$ cat src/rtl/mux_rr_pipe.sv
// mux_rr_pipe: NCH-input registered multiplexer with valid/ready handshake, fixed-select or round-robin.
// Optional MUX_PKT_LOCK_EN adds in_last/out_last and holds the grant for the rest of a packet.
module mux_rr_pipe #(
  parameter int WIDTH = 32,
  parameter int NCH   = 4,
  parameter int SELW  = 2
) (
  input  logic                 clk,
  input  logic                 rst_n,
  input  logic [NCH*WIDTH-1:0] in_data,
  input  logic [NCH-1:0]       in_valid,
  output logic [NCH-1:0]       in_ready,
`ifdef MUX_PKT_LOCK_EN
  input  logic [NCH-1:0]       in_last,
  output logic                 out_last,
`endif
  input  logic                 mode,
  input  logic [SELW-1:0]      sel,
  output logic [WIDTH-1:0]     out_data,
  output logic [SELW-1:0]      out_ch,
  output logic                 out_valid,
  input  logic                 out_ready
);

  logic [SELW-1:0]  r_ptr;
  logic             r_out_valid;
  logic [WIDTH-1:0] r_out_data;
  logic [SELW-1:0]  r_out_ch;

  logic             w_load_en;
  logic             w_arb_hit;
  logic [SELW-1:0]  w_arb_ch;
  logic             w_grant_hit;
  logic [SELW-1:0]  w_grant_ch;
  logic             w_xfer;
  logic             w_ptr_upd;
  logic [SELW-1:0]  w_ptr_nxt;
  logic [2*NCH-1:0] w_rot;
  logic [SELW:0]    w_sum;

  assign w_load_en = !r_out_valid || out_ready;
  // Rotating the doubled valid vector puts the channel at ptr in bit 0.
  assign w_rot     = {in_valid, in_valid} >> r_ptr;

  always_comb begin
    // NOTE: every combinational output gets a default first so no path can infer a latch.
    w_arb_hit = 1'b0;
    w_arb_ch  = '0;
    w_sum     = '0;
    if (mode) begin
      for (int i = NCH - 1; i >= 0; i--) begin
        if (w_rot[i]) begin
          w_arb_hit = 1'b1;
          w_sum     = {1'b0, r_ptr} + (SELW + 1)'(i);
          if (w_sum >= (SELW + 1)'(NCH)) w_sum = w_sum - (SELW + 1)'(NCH);
          w_arb_ch  = w_sum[SELW-1:0];
        end
      end
    end else begin
      // Loop compare keeps out-of-range sel values from ever granting.
      for (int k = 0; k < NCH; k++) begin
        if (sel == SELW'(k) && in_valid[k]) begin
          w_arb_hit = 1'b1;
          w_arb_ch  = SELW'(k);
        end
      end
    end
  end

`ifdef MUX_PKT_LOCK_EN
  typedef enum logic {S_IDLE, S_LOCKED} state_t;
  state_t          r_state, w_state_nxt;
  logic [SELW-1:0] r_lock;
  logic            r_out_last;
  logic            w_last;

  always_comb begin
    w_grant_hit = w_arb_hit;
    w_grant_ch  = w_arb_ch;
    if (r_state == S_LOCKED) begin
      w_grant_ch  = r_lock;
      w_grant_hit = in_valid[r_lock];
    end
  end

  assign w_last = in_last[w_grant_ch];

  always_comb begin
    w_state_nxt = r_state;
    unique case (r_state)
      S_IDLE:   if (w_xfer && !w_last) w_state_nxt = S_LOCKED;
      S_LOCKED: if (w_xfer && w_last)  w_state_nxt = S_IDLE;
      default:  w_state_nxt = S_IDLE;
    endcase
  end

  // The pointer advances only when a packet completes, so packets rotate, not beats.
  assign w_ptr_upd = mode && w_xfer && w_last;

  always_ff @(posedge clk or negedge rst_n) begin
    if (!rst_n) begin
      r_state    <= S_IDLE;
      r_lock     <= '0;
      r_out_last <= 1'b0;
    end else begin
      r_state <= w_state_nxt;
      if (w_xfer) begin
        r_lock     <= w_grant_ch;
        r_out_last <= w_last;
      end
    end
  end

  assign out_last = r_out_last;
`else
  assign w_grant_hit = w_arb_hit;
  assign w_grant_ch  = w_arb_ch;
  assign w_ptr_upd   = mode && w_xfer;
`endif

  assign w_xfer    = w_grant_hit && w_load_en;
  assign w_ptr_nxt = (w_grant_ch == SELW'(NCH - 1)) ? '0 : w_grant_ch + 1'b1;
  assign in_ready  = (rst_n && w_xfer) ? (NCH'(1) << w_grant_ch) : '0;

  // NOTE: sequential state uses non-blocking assignments so all registers update from pre-edge values.
  always_ff @(posedge clk or negedge rst_n) begin
    if (!rst_n) begin
      r_ptr       <= '0;
      r_out_valid <= 1'b0;
      r_out_data  <= '0;
      r_out_ch    <= '0;
    end else begin
      if (w_ptr_upd) r_ptr <= w_ptr_nxt;
      if (w_xfer) begin
        r_out_valid <= 1'b1;
        r_out_data  <= in_data[w_grant_ch*WIDTH +: WIDTH];
        r_out_ch    <= w_grant_ch;
      end else if (out_ready) begin
        r_out_valid <= 1'b0;
      end
    end
  end

  assign out_valid = r_out_valid;
  assign out_data  = r_out_data;
  assign out_ch    = r_out_ch;

endmodule

$ cat config.mk
export PLATFORM = sky130hd
export DESIGN_NAME = mux_rr_pipe
export DESIGN_NICKNAME = d
export VERILOG_FILES = /design/src/rtl/mux_rr_pipe.sv
export SDC_FILE = /design/constraint.sdc
export NUM_CORES = 1
export LEC_CHECK = 0
export CAP_MARGIN = 20
export CELL_PAD_IN_SITES_DETAIL_PLACEMENT = 1
export CELL_PAD_IN_SITES_GLOBAL_PLACEMENT = 2
export CORE_UTILIZATION = 20
export CTS_CLUSTER_DIAMETER = 150
export DETAILED_ROUTE_END_ITERATION = 8
export PLACE_DENSITY_LB_ADDON = 0.1
export SLEW_MARGIN = 20
export SYNTH_ARGS = -nofsm -noshare
export SYNTH_HDL_FRONTEND = slang
export SYNTH_SLANG_ARGS = --single-unit
$ cat constraint.sdc
create_clock -name clk -period 5.8 [get_ports clk]
set_input_delay 1.45 -clock clk [delete_from_list [all_inputs] [get_ports clk]]
set_output_delay 1.45 -clock clk [all_outputs]
set_load 0.03 [all_outputs]
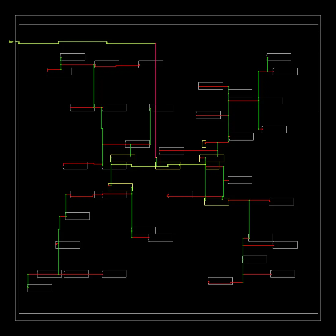
**Above:** run 1 (clock nets).
count of clock tree sinks: 37
clock network power: 0.000272 W

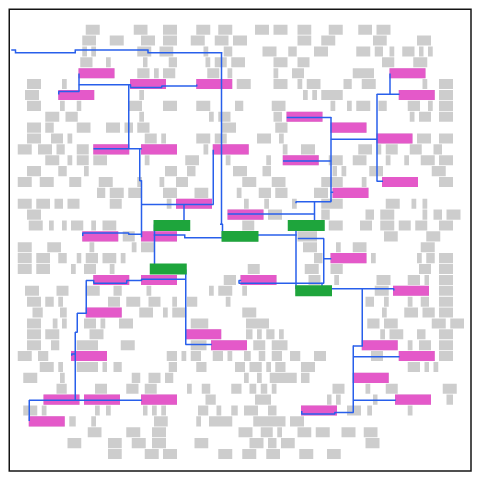
**Above:** run 1 (routed clock nets over the placement).
Drawn at 4 px/um.
blue -> clock wires  # length 683 um
green -> clock-net drivers  # count 5
magenta -> flip-flops  # count 37
flops lie = all over the die
routed clock nets = 6

==> impl_metrics.json, run 1 <==
{
  "drtIter0Drc": 74,
  "synthAdderAreaFrac": 0.004892,
  "cts_max_level": 2,
  "final.fill_count": 1436,
  "synth-async-reset-ratio": 1.000,
  "combinationalPowerShare": 0.528,
  "finalWorstSetupSlack_ns": 0.5658,
  "globalRoute.totalOverflow": 0,
  "grt_antenna_before_repair": 0,
  "wl_met2_um": 5358,
  "crit_path_start": "mode",
  "antenna_cells": 0,
  "placement_rows": 40,
  "final_layout_top_logic_cells": "clkdlybuf4s50_1, nand2_1, dfrtp_1, nor2_1",
  "top_area_cell": "dfrtp_1",
  "yosys-stat-cells": 302,
  "place.port_buffers": 176,
  "grt_pass1_wl_um": 17250,
  "r2r_start": "r_ptr[1]$_DFFE_PN0P_",
  "ys.warnings.count": 0,
  "run_status": "finished clean",
  "pwr_density_cell_nw_per_um2": 308.1,
  "worst_slew_pin_slew_ns": 0.6594,
  "ys_sh_xor": 0,
  "met3RoutedLength_um": 916,
  "worst_r2r_endpoint": "out_data[23]$_DFFE_PN0P_",
  "cp_cell_sequence": "clkdlybuf4s50_1 > inv_1 > o311ai_1 > o21ai_4 > nor4_1 > clkdlybuf4s50_1",
  "most_common_cell": "nand2_1",
  "clk_pin_slew_ns": 0.05,
  "area_growth_syn_to_layout_pct": 78.77,
  "setup_viol_count_final": 0,
  "drtAntennaViolNets": 0,
  "gp_routability_congestion": 0.7540,
  "globalRouteMet1Util": 0.2111,
  "worst_path_fanout_max": 6,
  "worst-path-stages": 6,
  "fp_util": 0.2086,
  "leakagePower_nw": 1.709,
  "hold_path_end": "out_ch[1]$_DFFE_PN0P_",
  "grt_max_degree": 60,
  "drt_pass1_iterations": 4,
  "r2r.worst_path.cells": 7,
  "finalCriticalPeriod_ns": 5.234,
  "wl_met1_um": 5079,
  "wirelength_um": 11400,
  "first_global_vias": 3123,
  "final_routed_wire_length_divided_by_cell_count_um": 18.00,
  "dr.max_layer_used": "met4",
  "cpPeakStageDelay_ns": 0.75,
  "hold_class": "reg2reg",
  "synth-edff-count": 0,
  "grt_setup_unrepaired": "false",
  "topCombFamilyByArea": "AND-OR/OR-AND gates",
  "die_h_um": 115.1,
  "hold_path.startpoint": "out_ch[1]$_DFFE_PN0P_",
  "clock_tree_from_tritoncts": "yes",
  "critical_path.startpoint_type": "primary input",
  "clock_skew_ns": 0.004478,
  "required_ns": 4.35,
  "final_hold_viol_count": 0,
  "cts_repair_resize_count": 0,
  "top_cell_area_share": 0.3620,
  "global_route.usage.met3": 0.05377,
  "place_ws_ns": 0.5158,
  "cts_inserted_buffers": 5,
  "post_synth_inst_count": 302,
  "via_count": 2971,
  "clk_lat_worst_skew_ns": 0.27,
  "cp_data_arrival_time_ns": 3.78,
  "io-pin-count": 177,
  "timing.critical_path.buf_inv": 3,
  "yosys-mux-area-fraction": 0.01761,
  "die_area_sq_um": 13240,
  "yosys.stat.seqShare": 0.3620,
  "max_reg_flops": 32,
  "netSwitchingFraction": 0.4060,
  "postCtsHoldBufs": 0,
  "number_of_nets_produced_by_synthesis": 441,
  "worst_slew_margin_rel": 0.5604,
  "ff2ff_setup_slack_ns": 3.42,
  "timing.critical_path.slowest_stage_cell": "clkdlybuf4s50_1",
  "yosys.stat.chipArea_sq_um": 2557,
  "endpoint": "in_ready[1]",
  "die_w_um": 115.1,
  "timing.final.crit_share": 0.9025,
  "synth_flop_count": 37,
  "critPathMostFrequentCell": "clkdlybuf4s50_1",
  "timing_max_transition_violations_final": 0,
  "avgViaCountPerCell": 4.694,
  "drc": 0,
  "fin_total_pwr_w": 0.001408,
  "min_delay_path_depth": 1,
  "log_warnings": 26,
  "grt_use_met2": 0.2968,
  "pwr-share-seq": 0.278,
  "simple_gate_share": 0.2515,
  "synth_top_flop_cell": "dfrtp_1",
  "cts.repair_timing.setup_buffer_count": 0,
  "vdd_ir_drop_max_mv": 0.1423,
  "power.share.clock": 0.193,
  "core_area_sq_um": 12260,
  "cellInternalPower_w": 0.0008367,
  "cts.root.buffer_cell": "clkbuf_16",
  "achievable-frequency_mhz": 191.1,
  "setup-tns-final_ns": 0,
  "synth_cell_types": 38,
  "path_type_of_the_worst_setup_path": "in2out",
  "synth.area.top_cells": "dfrtp_1, nand2_1, a2111oi_0, a311oi_1, and2_1",
  "layout_top_cell_excl_fill_tap": "clkdlybuf4s50_1",
  "layout_cell_share_with_drive_strength_beyond_1": 0.07097,
  "cap_violations": 0,
  "total_switching_power_w": 0.0005718,
  "post_synth_ao_oa_area_fraction": 0.2847,
  "grt-busiest-layer": "met2",
  "post-dp-hpwl_um": 7818,
  "finish.utilization": 0.3729,
  "common_cells": "nand2_1, dfrtp_1, nor2_1",
  "final_nets": 604,
  "cp-end-kind": "output pin"
}
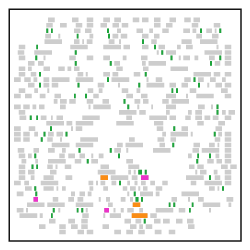
**Above:** run 1 (selected gate families).
Drawn at 2 px/um.
green -> nand cells  # cells 72, where all over the die
orange -> mux cells  # cells 3
magenta -> non-inverting ao/oa cells  # cells 3

-- run 1: through the flow --
step	instance area (sq um)	cells	hold WS (ns)
after CTS	4572	633	0.4950
after floorplan	2557	302	0.5102
after global placement	4429	626	0.4890
after detailed placement	4429	626	0.4819
final	4572	633	0.4896
after global routing	4572	633	0.5069
-- run 1: cell type report --
class                   count  area [sq um]  share of cell area
clock buffers               7         142.6             0.03120
inverters                   7         26.28            0.005747
multi-input cells         230          1455              0.3183
flip-flops and latches     37         925.9              0.2025
well taps                 168         210.2             0.04598
repair buffers            184          1812              0.3963
-- run 1: power groups by stage --
stage	sequential, W	clock [W]	combinational, W
global route	0.000405	0.000293	0.000804
floorplan	0.000550	0	0.000255
global placement	0.000394	0	0.000749
finish	0.000392	0.000272	0.000744
CTS	0.000393	0.000286	0.000756
detailed placement	0.000397	0	0.000753
## Run 2: what changed since run 1
Settings changed: SKIP_CTS_REPAIR_TIMING set to 1.
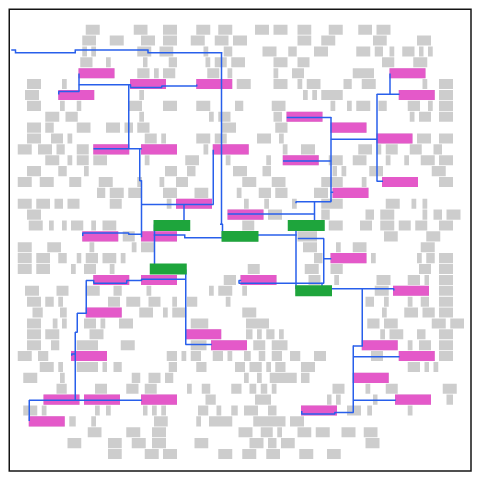
**Above:** run 2 (routed clock nets over the placement).
Drawn at 4 px/um.
blue -> clock wires  # length 683 um
green -> clock-net drivers  # count 5
magenta -> flip-flops  # count 37
routed clock nets = 6
flops lie = all over the die

==> impl_metrics.json, run 2 <==
{
  "logic_area_sq_um": 1455,
  "wl_met2_um": 5358,
  "hold_class": "reg2reg",
  "first_global_vias": 3123,
  "yosys.stat.seqShare": 0.3620,
  "global_route.usage.met3": 0.05377,
  "drc": 0,
  "largest_cell_class": "buffers",
  "wirelength_um": 11400,
  "leakagePower_nw": 1.709,
  "timing.critical_path.buf_inv": 3,
  "final_layout_top_logic_cells": "clkdlybuf4s50_1, nand2_1, dfrtp_1, nor2_1",
  "total_switching_power_w": 0.0005718,
  "final_routed_wire_length_divided_by_cell_count_um": 18.00,
  "clock_buffers": 7,
  "power.share.clock": 0.193,
  "die_h_um": 115.1,
  "clock_tree_from_tritoncts": "yes",
  "cellInternalPower_w": 0.0008367,
  "finalCriticalPeriod_ns": 5.234,
  "drtIter0Drc": 74,
  "powerComb_w": 0.000744,
  "final_nets": 604,
  "simple_gate_share": 0.2515,
  "grt-busiest-layer": "met2",
  "post_synth_ao_oa_area_fraction": 0.2847,
  "comb_area_share": 0.3183,
  "topCombFamilyByArea": "AND-OR/OR-AND gates",
  "grt_use_met2": 0.2968,
  "via_count": 2971,
  "die_area_sq_um": 13240,
  "synthAdderAreaFrac": 0.004892,
  "layout_cell_share_with_drive_strength_beyond_1": 0.07097,
  "cpPeakStageDelay_ns": 0.75,
  "number_of_nets_produced_by_synthesis": 441,
  "post_dp_cell_area_sq_um": 4429,
  "cp_cell_sequence": "clkdlybuf4s50_1 > inv_1 > o311ai_1 > o21ai_4 > nor4_1 > clkdlybuf4s50_1",
  "area_fraction_of_clock_buffers_and_clock_inverters": 0.03120,
  "common_cells": "nand2_1, dfrtp_1, nor2_1",
  "drtAntennaViolNets": 0,
  "most_common_cell": "nand2_1",
  "buf_share": 0.3963,
  "num-nonclk-inverters": 7,
  "run_status": "finished clean",
  "cp_data_arrival_time_ns": 3.78,
  "drt_pass1_iterations": 4,
  "final_cell_area_sq_um": 4572,
  "grt_max_degree": 60,
  "timing_max_transition_violations_final": 0,
  "combinationalPowerShare": 0.528,
  "finish.utilization": 0.3729,
  "top_area_cell": "dfrtp_1",
  "cts_inserted_buffers": 5,
  "cp-end-kind": "output pin",
  "dominant_power_group": "combinational logic",
  "seq_share": 0.2025,
  "fp_util": 0.2086,
  "area_growth_syn_to_layout_pct": 78.77,
  "fin_total_pwr_w": 0.001408,
  "cap_violations": 0,
  "place.port_buffers": 176,
  "max_reg_flops": 32,
  "power.sequential.total_w": 0.000392,
  "cts_max_level": 2,
  "final_hold_viol_count": 0,
  "wl_met1_um": 5079,
  "achievable-frequency_mhz": 191.1,
  "top_cell_area_share": 0.3620,
  "dr.max_layer_used": "met4",
  "placement_rows": 40,
  "path_type_of_the_worst_setup_path": "in2out",
  "place_ws_ns": 0.5158,
  "timing.final.crit_share": 0.9025,
  "setup-tns-final_ns": 0,
  "synth-async-reset-ratio": 1.000,
  "log_warnings": 26,
  "cpLargestDelayFamily": "buffers and inverters",
  "timing.critical_path.slowest_stage_cell": "clkdlybuf4s50_1",
  "yosys.stat.chipArea_sq_um": 2557,
  "layout_top_cell_excl_fill_tap": "clkdlybuf4s50_1",
  "globalRoute.totalOverflow": 0,
  "pwr-share-seq": 0.278,
  "layoutNonFillerInstCount": 633,
  "num-multi-input-gates": 230,
  "avgViaCountPerCell": 4.694,
  "io-pin-count": 177,
  "cts_sinks": 37,
  "grt_antenna_before_repair": 0,
  "netSwitchingFraction": 0.4060,
  "synth_cell_types": 38,
  "floorplan.tapcells": 168,
  "yosys-stat-cells": 302,
  "grt_pass1_wl_um": 17250,
  "ys_sh_xor": 0,
  "layout.non_clock_buffers": 184,
  "final.fill_count": 1436,
  "clock_tree.buffer_depth": 2,
  "required_ns": 4.35,
  "synth_flop_count": 37,
  "worst_hold_slack_ns": 0.4896,
  "vdd_ir_drop_max_mv": 0.1423,
  "clock_net_power_w": 0.000272,
  "worst_slew_pin_slew_ns": 0.6594,
  "post-place-cells": 626,
  "ys.warnings.count": 0,
  "clk_lat_worst_skew_ns": 0.27,
  "setup_viol_count_final": 0,
  "globalRouteMet1Util": 0.2111,
  "synth.area.top_cells": "dfrtp_1, nand2_1, a2111oi_0, a311oi_1, and2_1",
  "pwr_density_cell_nw_per_um2": 308.1,
  "core_area_sq_um": 12260,
  "worst_path_fanout_max": 6,
  "finalWorstSetupSlack_ns": 0.5658,
  "synth_top_flop_cell": "dfrtp_1",
  "clk_pin_slew_ns": 0.05,
  "met3RoutedLength_um": 916,
  "synth-edff-count": 0,
  "gp_routability_congestion": 0.7540,
  "grt_setup_unrepaired": "false",
  "cts.root.buffer_cell": "clkbuf_16",
  "post_synth_inst_count": 302,
  "critPathMostFrequentCell": "clkdlybuf4s50_1",
  "n_sequential_cell": 37,
  "yosys-mux-area-fraction": 0.01761,
  "clock_skew_ns": 0.004478,
  "die_w_um": 115.1,
  "ff_latch_area_sq_um": 925.9,
  "antenna_cells": 0,
  "track_usage": 0.1711,
  "post-dp-hpwl_um": 7818,
  "worst_slew_margin_rel": 0.5604,
  "critical_path.startpoint_type": "primary input"
}
[run 2: path summary, 6_finish.rpt]
path                                  startpoint  slack (ns)  cells after the start                        to
min                        out_ch[1]$_DFFE_PN0P_        0.49                      1     out_ch[1]$_DFFE_PN0P_
min reg2reg                out_ch[1]$_DFFE_PN0P_        0.49                      1     out_ch[1]$_DFFE_PN0P_
max reg2reg                 r_ptr[1]$_DFFE_PN0P_        3.42                      7  out_data[23]$_DFFE_PN0P_
max                                         mode        0.57                      6               in_ready[1]
min in group asynchronous                  rst_n        1.33                      2   out_data[0]$_DFFE_PN0P_
max in group asynchronous                  rst_n        4.10                      2  out_data[17]$_DFFE_PN0P_
Power and IR drop assume default switching activity.
